[config.mk]
export PLATFORM = sky130hd
export DESIGN_NAME = id_ex_stage_flat
export DESIGN_NICKNAME = d
export VERILOG_FILES = /design/src/rtl/id_ex_stage_if.sv /design/src/rtl/id_ex_stage.sv /design/src/flat_wrapper.sv
export SDC_FILE = /design/constraint.sdc
export NUM_CORES = 1
export LEC_CHECK = 0
export CORE_MARGIN = 2
export CORE_UTILIZATION = 42
export DETAILED_ROUTE_END_ITERATION = 10
export DONT_BUFFER_PORTS = 1
export PLACE_DENSITY_LB_ADDON = 0.1
export SKIP_LAST_GASP = 1
export SYNTH_ARGS = -nofsm -noshare
export SYNTH_HDL_FRONTEND = slang
export SYNTH_SLANG_ARGS = --single-unit
[constraint.sdc]
create_clock -name clk -period 5.9 [get_ports clk]
set_clock_uncertainty 0.1 [all_clocks]
set_input_delay 1.18 -clock clk [delete_from_list [all_inputs] [get_ports clk]]
set_output_delay 1.18 -clock clk [all_outputs]
set_load 0.02 [all_outputs]
[src/rtl/id_ex_stage_if.sv]
// Signal bundle between ID, the forwarding sources and the ID/EX stage.
// The master side drives ID fields and forward sources; the slave is the stage itself.
interface id_ex_stage_if;
  logic        hold_in;
  logic        flush;
  logic        id_valid;
  logic [4:0]  id_rs;
  logic [4:0]  id_rt;
  logic        id_uses_rs;
  logic        id_uses_rt;
  logic [4:0]  id_rd;
  logic [31:0] id_rs_val;
  logic [31:0] id_rt_val;
  logic [31:0] id_imm;
  logic [4:0]  id_shamt;
  logic [4:0]  id_aluop;
  logic        id_asel_shamt;
  logic        id_bsel_imm;
  logic        id_regwrite;
  logic        id_memread;
  logic        id_memwrite;
  logic        id_memtoreg;
  logic        exmem_regwrite;
  logic [4:0]  exmem_rd;
  logic [31:0] exmem_result;
  logic        memwb_regwrite;
  logic [4:0]  memwb_rd;
  logic [31:0] memwb_result;
  logic [31:0] alu_a;
  logic [31:0] alu_b;
  logic [4:0]  alu_op;
  logic [31:0] ex_store_data;
  logic [4:0]  ex_rd;
  logic        ex_valid;
  logic        ex_regwrite;
  logic        ex_memread;
  logic        ex_memwrite;
  logic        ex_memtoreg;
  logic        stall;

  modport master (
    output hold_in, flush, id_valid, id_rs, id_rt, id_uses_rs, id_uses_rt, id_rd,
           id_rs_val, id_rt_val, id_imm, id_shamt, id_aluop, id_asel_shamt, id_bsel_imm,
           id_regwrite, id_memread, id_memwrite, id_memtoreg,
           exmem_regwrite, exmem_rd, exmem_result, memwb_regwrite, memwb_rd, memwb_result,
    input  alu_a, alu_b, alu_op, ex_store_data, ex_rd, ex_valid, ex_regwrite,
           ex_memread, ex_memwrite, ex_memtoreg, stall
  );

  modport slave (
    input  hold_in, flush, id_valid, id_rs, id_rt, id_uses_rs, id_uses_rt, id_rd,
           id_rs_val, id_rt_val, id_imm, id_shamt, id_aluop, id_asel_shamt, id_bsel_imm,
           id_regwrite, id_memread, id_memwrite, id_memtoreg,
           exmem_regwrite, exmem_rd, exmem_result, memwb_regwrite, memwb_rd, memwb_result,
    output alu_a, alu_b, alu_op, ex_store_data, ex_rd, ex_valid, ex_regwrite,
           ex_memread, ex_memwrite, ex_memtoreg, stall
  );
endinterface

[src/rtl/id_ex_stage.sv]
// ID/EX pipeline register with load-use bubble insertion, EX/MEM and MEM/WB
// operand forwarding, and ALU A/B operand selection.
module id_ex_stage (
  input logic         clk,
  input logic         rst,
  id_ex_stage_if.slave bus
);

  logic        valid_q;
  logic [4:0]  rs_q;
  logic [4:0]  rt_q;
  logic [4:0]  rd_q;
  logic [31:0] rs_val_q;
  logic [31:0] rt_val_q;
  logic [31:0] imm_q;
  logic [4:0]  shamt_q;
  logic [4:0]  aluop_q;
  logic        asel_shamt_q;
  logic        bsel_imm_q;
  logic        regwrite_q;
  logic        memread_q;
  logic        memwrite_q;
  logic        memtoreg_q;

  logic        load_use;
  logic        rs_hit;
  logic        rt_hit;
  logic [31:0] fwd_rs;
  logic [31:0] fwd_rt;

  // A load in EX cannot supply its data to the instruction right behind it.
  assign rs_hit   = bus.id_uses_rs && (bus.id_rs == rd_q);
  assign rt_hit   = bus.id_uses_rt && (bus.id_rt == rd_q);
  assign load_use = valid_q && memread_q && (rd_q != 5'd0) && bus.id_valid && (rs_hit || rt_hit);

  assign bus.stall = load_use || bus.hold_in;

  always_ff @(posedge clk) begin
    if (rst || (!bus.hold_in && (bus.flush || load_use))) begin
      valid_q      <= 1'b0;
      rs_q         <= 5'd0;
      rt_q         <= 5'd0;
      rd_q         <= 5'd0;
      rs_val_q     <= 32'd0;
      rt_val_q     <= 32'd0;
      imm_q        <= 32'd0;
      shamt_q      <= 5'd0;
      aluop_q      <= 5'd0;
      asel_shamt_q <= 1'b0;
      bsel_imm_q   <= 1'b0;
      regwrite_q   <= 1'b0;
      memread_q    <= 1'b0;
      memwrite_q   <= 1'b0;
      memtoreg_q   <= 1'b0;
    end else if (!bus.hold_in) begin
      valid_q      <= bus.id_valid;
      rs_q         <= bus.id_rs;
      rt_q         <= bus.id_rt;
      rd_q         <= bus.id_rd;
      rs_val_q     <= bus.id_rs_val;
      rt_val_q     <= bus.id_rt_val;
      imm_q        <= bus.id_imm;
      shamt_q      <= bus.id_shamt;
      aluop_q      <= bus.id_aluop;
      asel_shamt_q <= bus.id_asel_shamt;
      bsel_imm_q   <= bus.id_bsel_imm;
      regwrite_q   <= bus.id_valid && bus.id_regwrite;
      memread_q    <= bus.id_valid && bus.id_memread;
      memwrite_q   <= bus.id_valid && bus.id_memwrite;
      memtoreg_q   <= bus.id_valid && bus.id_memtoreg;
    end
  end

  // r0 is hardwired, so a stray write to it downstream must never be forwarded.
  always_comb begin
    fwd_rs = rs_val_q;
    fwd_rt = rt_val_q;
    if (rs_q != 5'd0) begin
      if (bus.exmem_regwrite && (bus.exmem_rd == rs_q))
        fwd_rs = bus.exmem_result;
      else if (bus.memwb_regwrite && (bus.memwb_rd == rs_q))
        fwd_rs = bus.memwb_result;
    end
    if (rt_q != 5'd0) begin
      if (bus.exmem_regwrite && (bus.exmem_rd == rt_q))
        fwd_rt = bus.exmem_result;
      else if (bus.memwb_regwrite && (bus.memwb_rd == rt_q))
        fwd_rt = bus.memwb_result;
    end
  end

  assign bus.alu_a         = asel_shamt_q ? {27'd0, shamt_q} : fwd_rs;
  assign bus.alu_b         = bsel_imm_q ? imm_q : fwd_rt;
  assign bus.ex_store_data = fwd_rt;
  assign bus.alu_op        = aluop_q;
  assign bus.ex_rd         = rd_q;
  assign bus.ex_valid      = valid_q;
  assign bus.ex_regwrite   = regwrite_q;
  assign bus.ex_memread    = memread_q;
  assign bus.ex_memwrite   = memwrite_q;
  assign bus.ex_memtoreg   = memtoreg_q;

endmodule

[src/flat_wrapper.sv]
// flat-port wrapper written by rule: the top's interface ports become plain ports
module id_ex_stage_flat 
  (clk, rst, bus_hold_in, bus_flush, bus_id_valid, bus_id_rs, bus_id_rt, bus_id_uses_rs, bus_id_uses_rt, bus_id_rd, bus_id_rs_val, bus_id_rt_val, bus_id_imm, bus_id_shamt, bus_id_aluop, bus_id_asel_shamt, bus_id_bsel_imm, bus_id_regwrite, bus_id_memread, bus_id_memwrite, bus_id_memtoreg, bus_exmem_regwrite, bus_exmem_rd, bus_exmem_result, bus_memwb_regwrite, bus_memwb_rd, bus_memwb_result, bus_alu_a, bus_alu_b, bus_alu_op, bus_ex_store_data, bus_ex_rd, bus_ex_valid, bus_ex_regwrite, bus_ex_memread, bus_ex_memwrite, bus_ex_memtoreg, bus_stall);
  id_ex_stage_if bus_i ();
  input logic clk;
  input logic rst;
  input wire logic [$bits(bus_i.hold_in)-1:0] bus_hold_in;
  input wire logic [$bits(bus_i.flush)-1:0] bus_flush;
  input wire logic [$bits(bus_i.id_valid)-1:0] bus_id_valid;
  input wire logic [$bits(bus_i.id_rs)-1:0] bus_id_rs;
  input wire logic [$bits(bus_i.id_rt)-1:0] bus_id_rt;
  input wire logic [$bits(bus_i.id_uses_rs)-1:0] bus_id_uses_rs;
  input wire logic [$bits(bus_i.id_uses_rt)-1:0] bus_id_uses_rt;
  input wire logic [$bits(bus_i.id_rd)-1:0] bus_id_rd;
  input wire logic [$bits(bus_i.id_rs_val)-1:0] bus_id_rs_val;
  input wire logic [$bits(bus_i.id_rt_val)-1:0] bus_id_rt_val;
  input wire logic [$bits(bus_i.id_imm)-1:0] bus_id_imm;
  input wire logic [$bits(bus_i.id_shamt)-1:0] bus_id_shamt;
  input wire logic [$bits(bus_i.id_aluop)-1:0] bus_id_aluop;
  input wire logic [$bits(bus_i.id_asel_shamt)-1:0] bus_id_asel_shamt;
  input wire logic [$bits(bus_i.id_bsel_imm)-1:0] bus_id_bsel_imm;
  input wire logic [$bits(bus_i.id_regwrite)-1:0] bus_id_regwrite;
  input wire logic [$bits(bus_i.id_memread)-1:0] bus_id_memread;
  input wire logic [$bits(bus_i.id_memwrite)-1:0] bus_id_memwrite;
  input wire logic [$bits(bus_i.id_memtoreg)-1:0] bus_id_memtoreg;
  input wire logic [$bits(bus_i.exmem_regwrite)-1:0] bus_exmem_regwrite;
  input wire logic [$bits(bus_i.exmem_rd)-1:0] bus_exmem_rd;
  input wire logic [$bits(bus_i.exmem_result)-1:0] bus_exmem_result;
  input wire logic [$bits(bus_i.memwb_regwrite)-1:0] bus_memwb_regwrite;
  input wire logic [$bits(bus_i.memwb_rd)-1:0] bus_memwb_rd;
  input wire logic [$bits(bus_i.memwb_result)-1:0] bus_memwb_result;
  output wire logic [$bits(bus_i.alu_a)-1:0] bus_alu_a;
  output wire logic [$bits(bus_i.alu_b)-1:0] bus_alu_b;
  output wire logic [$bits(bus_i.alu_op)-1:0] bus_alu_op;
  output wire logic [$bits(bus_i.ex_store_data)-1:0] bus_ex_store_data;
  output wire logic [$bits(bus_i.ex_rd)-1:0] bus_ex_rd;
  output wire logic [$bits(bus_i.ex_valid)-1:0] bus_ex_valid;
  output wire logic [$bits(bus_i.ex_regwrite)-1:0] bus_ex_regwrite;
  output wire logic [$bits(bus_i.ex_memread)-1:0] bus_ex_memread;
  output wire logic [$bits(bus_i.ex_memwrite)-1:0] bus_ex_memwrite;
  output wire logic [$bits(bus_i.ex_memtoreg)-1:0] bus_ex_memtoreg;
  output wire logic [$bits(bus_i.stall)-1:0] bus_stall;
  assign bus_i.hold_in = bus_hold_in;
  assign bus_i.flush = bus_flush;
  assign bus_i.id_valid = bus_id_valid;
  assign bus_i.id_rs = bus_id_rs;
  assign bus_i.id_rt = bus_id_rt;
  assign bus_i.id_uses_rs = bus_id_uses_rs;
  assign bus_i.id_uses_rt = bus_id_uses_rt;
  assign bus_i.id_rd = bus_id_rd;
  assign bus_i.id_rs_val = bus_id_rs_val;
  assign bus_i.id_rt_val = bus_id_rt_val;
  assign bus_i.id_imm = bus_id_imm;
  assign bus_i.id_shamt = bus_id_shamt;
  assign bus_i.id_aluop = bus_id_aluop;
  assign bus_i.id_asel_shamt = bus_id_asel_shamt;
  assign bus_i.id_bsel_imm = bus_id_bsel_imm;
  assign bus_i.id_regwrite = bus_id_regwrite;
  assign bus_i.id_memread = bus_id_memread;
  assign bus_i.id_memwrite = bus_id_memwrite;
  assign bus_i.id_memtoreg = bus_id_memtoreg;
  assign bus_i.exmem_regwrite = bus_exmem_regwrite;
  assign bus_i.exmem_rd = bus_exmem_rd;
  assign bus_i.exmem_result = bus_exmem_result;
  assign bus_i.memwb_regwrite = bus_memwb_regwrite;
  assign bus_i.memwb_rd = bus_memwb_rd;
  assign bus_i.memwb_result = bus_memwb_result;
  assign bus_alu_a = bus_i.alu_a;
  assign bus_alu_b = bus_i.alu_b;
  assign bus_alu_op = bus_i.alu_op;
  assign bus_ex_store_data = bus_i.ex_store_data;
  assign bus_ex_rd = bus_i.ex_rd;
  assign bus_ex_valid = bus_i.ex_valid;
  assign bus_ex_regwrite = bus_i.ex_regwrite;
  assign bus_ex_memread = bus_i.ex_memread;
  assign bus_ex_memwrite = bus_i.ex_memwrite;
  assign bus_ex_memtoreg = bus_i.ex_memtoreg;
  assign bus_stall = bus_i.stall;
  id_ex_stage u_core (.clk(clk), .rst(rst), .bus(bus_i));
endmodule
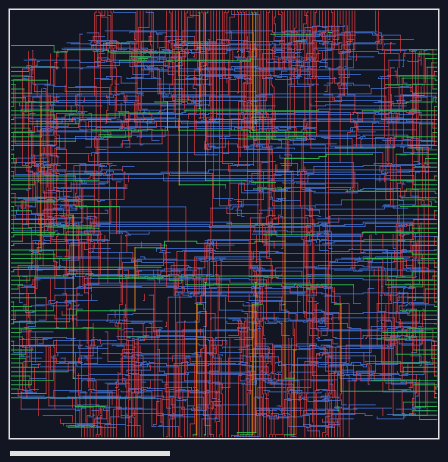
Fig. 1. Routed metal, one color a layer.
The bar under the picture is 50 µm long.
legend:
  blue:
    layer: met1
    wire_length: 11400 µm
  red:
    layer: met2
    wire_length: 11300 µm
  green:
    layer: met3
    wire_length: 2650 µm
  orange:
    layer: met4
    wire_length: 617 µm

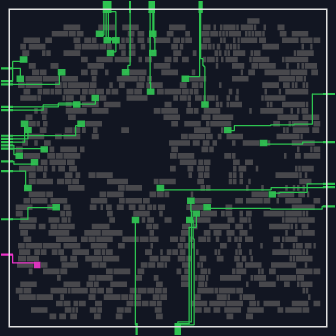
Fig. 2. I/O nets highlighted.
legend:
  magenta:
    port: bus_stall
    direction: output
    edge: left
    end_cells: 1
    buffers: 0
    wire: 13.5 µm
  green:
    port: bus_id_rt_val
    direction: input
    edge: 13 left, 10 top, 5 right, 4 bottom
    end_cells: 32
    buffers: 0
    wire: 928 µm

==> qor.yml <==
clock_latency_ns: 0.42
firstDrtPassIters: 4
crit_type: "input pin to primary output"
rsz0062_at_grt: "false"
final_nets: 929
crit_fanout: 20
rr_startpoint: "u_core.bus.ex_rd[4]$_SDFFE_PP0N_"
antenna_found_initial: 1
pwr-share-seq: 0.412
layoutNonFillerInstCount: 953
synthArstFlopShare: 0
power.density_mw_per_mm2: 292
synth-edff-count: 0
grt_usage: 0.282
startpoint: "bus_exmem_rd[3]"
largest_area_cell: "dfxtp_1"
dp_cells: 920
cts_tree: "built"
drt_iter0_drc: 421
vias_per_cell: 6.35
ys_area_mm2: 0.00708
grt_pass1_wl_mm: 38.1
crit_path_end_kind: "primary output"
whs_ns: 0.376
drv_slew: 0
ff_type: "dfxtp_1"
swShare: 0.276
cts-root-buf: "clkbuf_16"
tightestPinTransition_ns: 0.856
endpoint: "bus_alu_b[5]"
totalWireLength_mm: 26.0
fin_crit_ns: 4.57
p_clk_frac: 0.470
drc: 0
maxCapViolations: 0
arrival_ns: 3.29
status: "finished clean"
synth_seq_share: 0.362
numPortBuffers: 0
io_pins: 322
total_power_uw: 2260
fillCellCount: 1594
fin_setup_tns_ns: 0
grt_remaining_overflow: 0
dp_slack_ns: 1.29
report.final.hold_viol_count: 0
period_used_share: 0.775
setup_violations: 0
grt_pass1_vias: 5965
htreeDepth: 4
ys_cells: 753
numClockSinks: 128
cts_buffer_depth: 2
layout.area.comb_mm2: 0.00392
hold_buffers: 0
worst_slack_ns: 1.33
regToRegSetupSlack_ns: 3.38
leakagePower_uw: 0.00271
grt_max_degree: 77
placed_area_mm2: 0.00715
post_cts_buffers: 0
top_cells_by_area: "dfxtp_1 (36%), a22o_1 (15%), mux2i_1 (4.5%), a32oi_1 (4.1%), a2111oi_2 (4.0%)"
netlist.area_leader.share: 0.362
==> critical path: stages <==
cell	delay, ns
xnor2_1	0.12
nand4_1	0.21
nor2_4	0.47
buf_4	0.44
mux2i_1	0.17
o21ai_0	0.69
==> state kept, by name, summed over array words and instances (netlist names) <==
signal                  count
u_core.bus.ex_memread       1
u_core.asel_shamt_q         1
u_core.bus.ex_memwrite      1
u_core.rt_q                 5
u_core.shamt_q              5
u_core.rs_val_q            32
u_core.imm_q               32
u_core.bus.alu_op           5
u_core.rt_val_q            32
u_core.bus.ex_regwrite      1
u_core.rs_q                 5
u_core.bus.ex_valid         1
u_core.bus.ex_memtoreg      1
u_core.bus.ex_rd            5
u_core.bsel_imm_q           1
==> cell usage after synthesis, types with 2 or more instances <==
cell,n
inv_1,59
nor3_1,35
buf_6,6
a2111oi_4,8
o31ai_1,2
a32oi_1,33
a2111oi_2,19
or2_1,2
xor2_1,2
o21ai_0,30
or4_4,2
o211ai_1,2
nor2_1,65
buf_2,25
or3_1,2
nand4_1,5
clkbuf_1,38
xnor2_1,28
a22o_1,124
dfxtp_1,128
buf_4,6
a211oi_2,2
mux2i_1,32
nand4b_1,2
a32o_1,4
nor2b_1,31
nand2_1,6
nand2b_1,5
o311a_1,3
o2bb2ai_1,32
==> cell type report <==
class	instances	area share
Clock buffer	19	0.0572
Inverter	59	0.0286
Sequential cell	128	0.331
Timing Repair Buffer	23	0.0223
Antenna cell	1	0.000323
Tap cell	220	0.0355
Multi-Input combinational cell	490	0.506
Clock inverter	13	0.0195
==> placed cells by master, fill, tap and decap left out, types with 2 or more instances in the layout <==
cell          n
dfxtp_1     126
a22o_1      124
nor2_1       64
inv_1        59
nor3_1       35
a32oi_1      33
mux2i_1      32
o2bb2ai_1    32
nor2b_1      30
o21ai_0      30
xnor2_1      28
buf_4        23
a2111oi_2    20
clkbuf_16    17
a2111oi_4     8
nand2_1       6
nand4_1       5
nand2b_1      5
inv_6         5
a32o_1        4
o311a_1       3
clkinvlp_4    3
or4_4         2
or2_1         2
xor2_1        2
o31ai_1       2
a211oi_2      2
nor2_4        2
or3_1         2
nand4b_1      2
o211ai_1      2
bufinv_16     2
dfxtp_2       2
==> power groups by stage <==
stage | logic [µW] | clock network (µW) | registers [µW]
after floorplan | 221 | 0 | 940
after global placement | 265 | 0 | 949
after detailed placement | 269 | 0 | 949
after CTS | 269 | 1080 | 930
after global routing | 287 | 1110 | 934
final | 268 | 1060 | 931
==> metal layers <==
layer  up-vias  GRT usage  wire, µm
met5         -          0         0
met4         0     0.0887       617
met3        36      0.102      2650
met2       333      0.418     11300
met1      2920      0.381     11400
li1       2758          -         -
==> cell families (layout without fill, tap and decap cells) <==
logic type / count (synthesis) / count (layout) / synth area share
xor+xnor: 30 / 30 / 0.0371
buf+inv: 135 / 114 / 0.0878
mux: 32 / 32 / 0.0452
simple gates: 162 / 162 / 0.116
other cells: 0 / 1 / 0
flops: 128 / 128 / 0.362
compound gates: 266 / 266 / 0.352
Power is estimated from default activity; no workload was simulated.
